File: config.mk
export PLATFORM = sky130hd
export DESIGN_NAME = key_sched_seq
export DESIGN_NICKNAME = d
export VERILOG_FILES = /design/src/rtl/key_sched_seq.sv
export SDC_FILE = /design/constraint.sdc
export NUM_CORES = 2
export LEC_CHECK = 0
export CORE_UTILIZATION = 33
export DETAILED_ROUTE_END_ITERATION = 16
export PLACE_DENSITY_LB_ADDON = 0.05
export SYNTH_ARGS = -nofsm -noshare
export SYNTH_HDL_FRONTEND = slang
export SYNTH_SLANG_ARGS = --single-unit
File: constraint.sdc
create_clock -name clk -period 25.7 [get_ports clk]
set_clock_uncertainty 0.2 [all_clocks]
set_input_delay 2.57 -clock clk [delete_from_list [all_inputs] [get_ports clk]]
set_output_delay 2.57 -clock clk [all_outputs]
set_load 0.01 [all_outputs]
File: src/rtl/key_sched_seq.sv
// rtl/key_sched_seq.sv - iterative AES-128 key expansion with an 11-entry round-key buffer
//
// Expands one round key per clock and stores round keys 0..10 for random
// read-out through a registered read port.
//
// Ports:
//   clk        in   rising-edge clock
//   reset      in   asynchronous active-low reset
//   key_in     in   cipher key, word 0 in the top 32 bits
//   key_valid  in   key_in valid this cycle
//   key_ready  out  high while idle; a key is taken when key_valid & key_ready
//   rd_round   in   round-key index to read (0..10; 11..15 read as zero)
//   rd_key     out  registered round key for rd_round (1-cycle latency)
//   busy       out  expansion in progress
//   done       out  one-cycle pulse on the cycle after round key 10 is stored
//   keys_ready out  level; buffer holds a complete schedule for the last key
module key_sched_seq #(
    parameter int KEY_LEN  = 128,
    parameter int WORD_LEN = 32
) (
    input  logic               clk,
    input  logic               reset,
    input  logic [KEY_LEN-1:0] key_in,
    input  logic               key_valid,
    output logic               key_ready,
    input  logic [3:0]         rd_round,
    output logic [KEY_LEN-1:0] rd_key,
    output logic               busy,
    output logic               done,
    output logic               keys_ready
);

    localparam int NUM_KEYS  = 11;
    localparam logic [3:0] LAST_ROUND = 4'd10;

    // FIPS-197 S-box, entry 0x00 in the most significant byte.
    localparam logic [2047:0] SBOX_TABLE = {
        128'h637c777bf26b6fc53001672bfed7ab76,
        128'hca82c97dfa5947f0add4a2af9ca472c0,
        128'hb7fd9326363ff7cc34a5e5f171d83115,
        128'h04c723c31896059a071280e2eb27b275,
        128'h09832c1a1b6e5aa0523bd6b329e32f84,
        128'h53d100ed20fcb15b6acbbe394a4c58cf,
        128'hd0efaafb434d338545f9027f503c9fa8,
        128'h51a3408f929d38f5bcb6da2110fff3d2,
        128'hcd0c13ec5f974417c4a77e3d645d1973,
        128'h60814fdc222a908846eeb814de5e0bdb,
        128'he0323a0a4906245cc2d3ac629195e479,
        128'he7c8376d8dd54ea96c56f4ea657aae08,
        128'hba78252e1ca6b4c6e8dd741f4bbd8b8a,
        128'h703eb5664803f60e613557b986c11d9e,
        128'he1f8981169d98e949b1e87e9ce5528df,
        128'h8ca1890dbfe6426841992d0fb054bb16
    };

    typedef enum logic {
        IDLE,
        EXPAND
    } state_t;

    state_t state;
    state_t state_next;

    logic [3:0]         rnd;
    logic [KEY_LEN-1:0] work;
    logic [KEY_LEN-1:0] round_out;
    logic               accept;
    logic               step;

    logic [KEY_LEN-1:0] key_buf [0:NUM_KEYS-1];

    function automatic logic [7:0] sbox(input logic [7:0] b);
        int idx;
        idx = 255 - int'(b);
        return SBOX_TABLE[idx*8 +: 8];
    endfunction

    function automatic logic [7:0] rcon(input logic [3:0] r);
        logic [7:0] v;
        case (r)
            4'd1:    v = 8'h01;
            4'd2:    v = 8'h02;
            4'd3:    v = 8'h04;
            4'd4:    v = 8'h08;
            4'd5:    v = 8'h10;
            4'd6:    v = 8'h20;
            4'd7:    v = 8'h40;
            4'd8:    v = 8'h80;
            4'd9:    v = 8'h1b;
            4'd10:   v = 8'h36;
            default: v = 8'h00;
        endcase
        return v;
    endfunction

    function automatic logic [WORD_LEN-1:0] sub_rot_word(input logic [WORD_LEN-1:0] w);
        logic [WORD_LEN-1:0] rot;
        logic [WORD_LEN-1:0] sub;
        rot = {w[WORD_LEN-9:0], w[WORD_LEN-1 -: 8]};
        sub = '0;
        for (int i = 0; i < WORD_LEN / 8; i++) begin
            sub[i*8 +: 8] = sbox(rot[i*8 +: 8]);
        end
        return sub;
    endfunction

    function automatic logic [KEY_LEN-1:0] next_round(input logic [KEY_LEN-1:0] prev,
                                                      input logic [7:0]         rc);
        logic [WORD_LEN-1:0] w0, w1, w2, w3, w4, w5, w6, w7;
        w0 = prev[KEY_LEN-1            -: WORD_LEN];
        w1 = prev[KEY_LEN-1-WORD_LEN   -: WORD_LEN];
        w2 = prev[KEY_LEN-1-2*WORD_LEN -: WORD_LEN];
        w3 = prev[KEY_LEN-1-3*WORD_LEN -: WORD_LEN];
        w4 = w0 ^ sub_rot_word(w3) ^ {rc, {(WORD_LEN-8){1'b0}}};
        w5 = w1 ^ w4;
        w6 = w2 ^ w5;
        w7 = w3 ^ w6;
        return {w4, w5, w6, w7};
    endfunction

    // The previous round key comes from the working register, so the buffer
    // only needs a write port plus the single read port.
    assign round_out = next_round(work, rcon(rnd));

    always_ff @(posedge clk or negedge reset) begin
        if (!reset) begin
            state <= IDLE;
        end else begin
            state <= state_next;
        end
    end

    always_comb begin
        state_next = state;
        key_ready  = 1'b0;
        busy       = 1'b0;
        accept     = 1'b0;
        step       = 1'b0;
        case (state)
            IDLE: begin
                key_ready = 1'b1;
                if (key_valid) begin
                    accept     = 1'b1;
                    state_next = EXPAND;
                end
            end
            EXPAND: begin
                busy = 1'b1;
                step = 1'b1;
                if (rnd == LAST_ROUND) begin
                    state_next = IDLE;
                end
            end
            default: begin
                state_next = IDLE;
            end
        endcase
    end

    always_ff @(posedge clk or negedge reset) begin
        if (!reset) begin
            rnd        <= '0;
            work       <= '0;
            done       <= 1'b0;
            keys_ready <= 1'b0;
            rd_key     <= '0;
        end else begin
            done <= 1'b0;
            if (accept) begin
                work       <= key_in;
                rnd        <= 4'd1;
                keys_ready <= 1'b0;
            end else if (step) begin
                work <= round_out;
                if (rnd == LAST_ROUND) begin
                    rnd        <= '0;
                    done       <= 1'b1;
                    keys_ready <= 1'b1;
                end else begin
                    rnd <= rnd + 4'd1;
                end
            end
            // Reads see the buffer contents from before this edge's write.
            if (rd_round <= LAST_ROUND) begin
                rd_key <= key_buf[rd_round];
            end else begin
                rd_key <= '0;
            end
        end
    end

    // Buffer is not reset; keys_ready=0 marks its contents invalid.
    always_ff @(posedge clk) begin
        if (accept) begin
            key_buf[0] <= key_in;
        end else if (step) begin
            key_buf[rnd] <= round_out;
        end
    end

endmodule

Fig. 1: where the registers sit
The bar under the picture is 100 µm long. Other sequential cells in the stronger gray, the rest of the logic in the fainter gray.
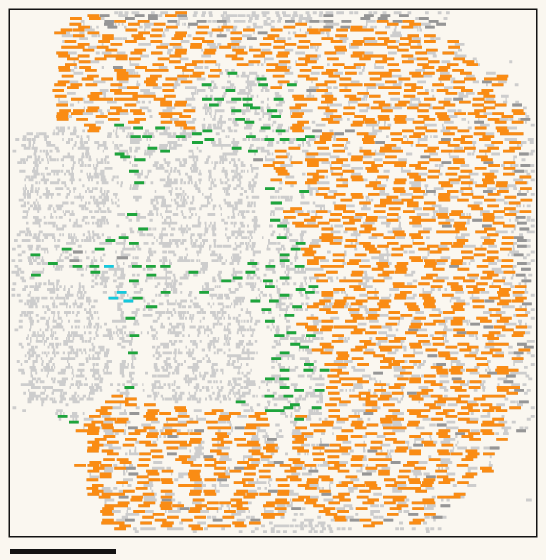
Key: cyan = rnd [placed flops 4, where middle left]; orange = key_buf [placed flops 1408, where all over the die]; green = work [placed flops 128]
Another 131 sequential cells are not colored.
final core utilization: 38.1%
Reg area: 0.0489 mm²

Fig. 2: track usage over the die
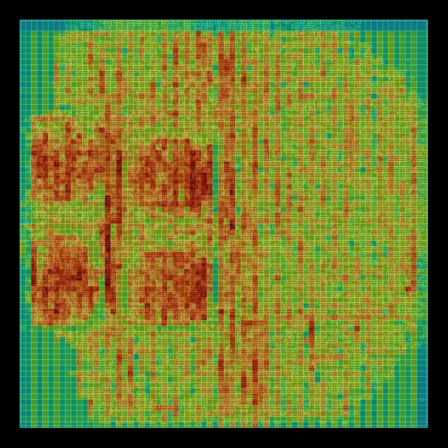
GR peak layer: met2
grt met3 use: 3.19%
met2 usage: 39.7%
Avg WL per Cell: 32.2 µm
GRT Util Overall: 24.3%

==> results.py <==
# Metrics from the implementation run
metrics = {
    "synth": {
        "synth_adder_area_share_pct": 1.02,
        "ys.flop_type": "edfxtp_1",
        "logic_family": "multiplexers",
        "synth_dominant_cell_count": "edfxtp_1",
        "top_area_cell": "edfxtp_1",
        "yosys_area_mm2": 0.0806,
        "ys_ff": 1671,
        "yosysUniqueCellTypes": 113,
        "synth_async_sr_flop_share_pct": 15.7,
        "top_cells_by_count": "edfxtp_1, nor2_1, a21oi_1",
        "synth-compound-area-share_pct": 12.1,
        "synthXorXnorAreaFrac_pct": 2.40,
        "edf_count": 1408,
        "mux_share_pct": 12.7,
        "syn-num-nets": 6116,
        "ys_seq_share_pct": 60.6,
        "synth_warnings": 0,
        "synth.cell_area_mm2": 0.0806,
    },
    "clock_network": {
        "numClockSinks": 1671,
        "clk_pin_slew_worst_paths_ns": 0.06,
        "root_buffer": "clkbuf_16",
    },
    "final_layout": {
        "largest_cell_class": "sequential cells",
        "top_regs": "key_buf (1408), rd_key (128), work (128)",
        "nClkBuffers": 256,
        "largest_register_ffs": 1408,
        "sh_seq_area_pct": 52.9,
        "buf_share_pct": 4.29,
        "lay_top_cells": "edfxtp_1, nor2_1, a21oi_1",
        "final_common_cell": "edfxtp_1",
        "clkCellAreaFrac_pct": 6.59,
        "comb_area_mm2": 0.0292,
        "syn2layout_area_growth_pct": 14.7,
        "ff_count": 1671,
        "finalInstanceArea_mm2": 0.0925,
        "stdcell_count": 9395,
        "drive_gt1_share_pct": 14.3,
    },
    "floorplan": {
        "die_w_um": 496,
        "nWellTaps": 3202,
        "fp_util_pct": 33.2,
        "io_pins": 267,
        "core-area_mm2": 0.243,
    },
    "sta": {
        "rsz0062_at_grt": "false",
        "max_freq_ghz": 0.144,
        "worst_slew_pin_slew_ns": 1.33,
        "relSlewSlack_pct": 10.7,
    },
    "critical_path": {
        "cp_slowest_cell": "buf_4",
        "path_cells": "buf_8, buf_4, buf_4, buf_4, buf_4, mux4_2, mux2i_1, o22ai_1",
        "cp.depth": 8,
        "r2r-start": "work[10]$_DFFE_PN0P_",
        "cp.required_ns": 26.19,
        "cp_num_buf_inv": 5,
        "r2r_slack_ns": 19.28,
        "crit_start": "rd_round[0]",
        "path_max_fanout": 53,
        "endpoint": "rd_key[120]$_DFF_PN0_",
        "critPathMaxStageDelay_ns": 0.92,
    },
    "global_routing": {
        "grtUsageMet1_pct": 33.1,
        "grt_max_degree": 96,
        "grt_pass1_wl_um": 424000,
        "overflow": 0,
        "antenna_found_initial": 15,
        "grt_pass1_vias": 53200,
    },
    "detailed_routing": {
        "first_pass_iters": 6,
        "dr.max_layer_used": "met5",
        "routed_wl_um": 303000,
        "wl_met1_um": 131000,
        "final_antenna_net_count": 0,
        "wl_met2_um": 145000,
    },
    "place": {
        "placed_area_mm2": 0.0864,
        "gp_congestion": 0.960,
        "dp_hpwl_um": 193000,
    },
    "hold_path": {
        "hold_depth": 2,
    },
    "run_status": {
        "outcome": "finished, final reports clean",
    },
}
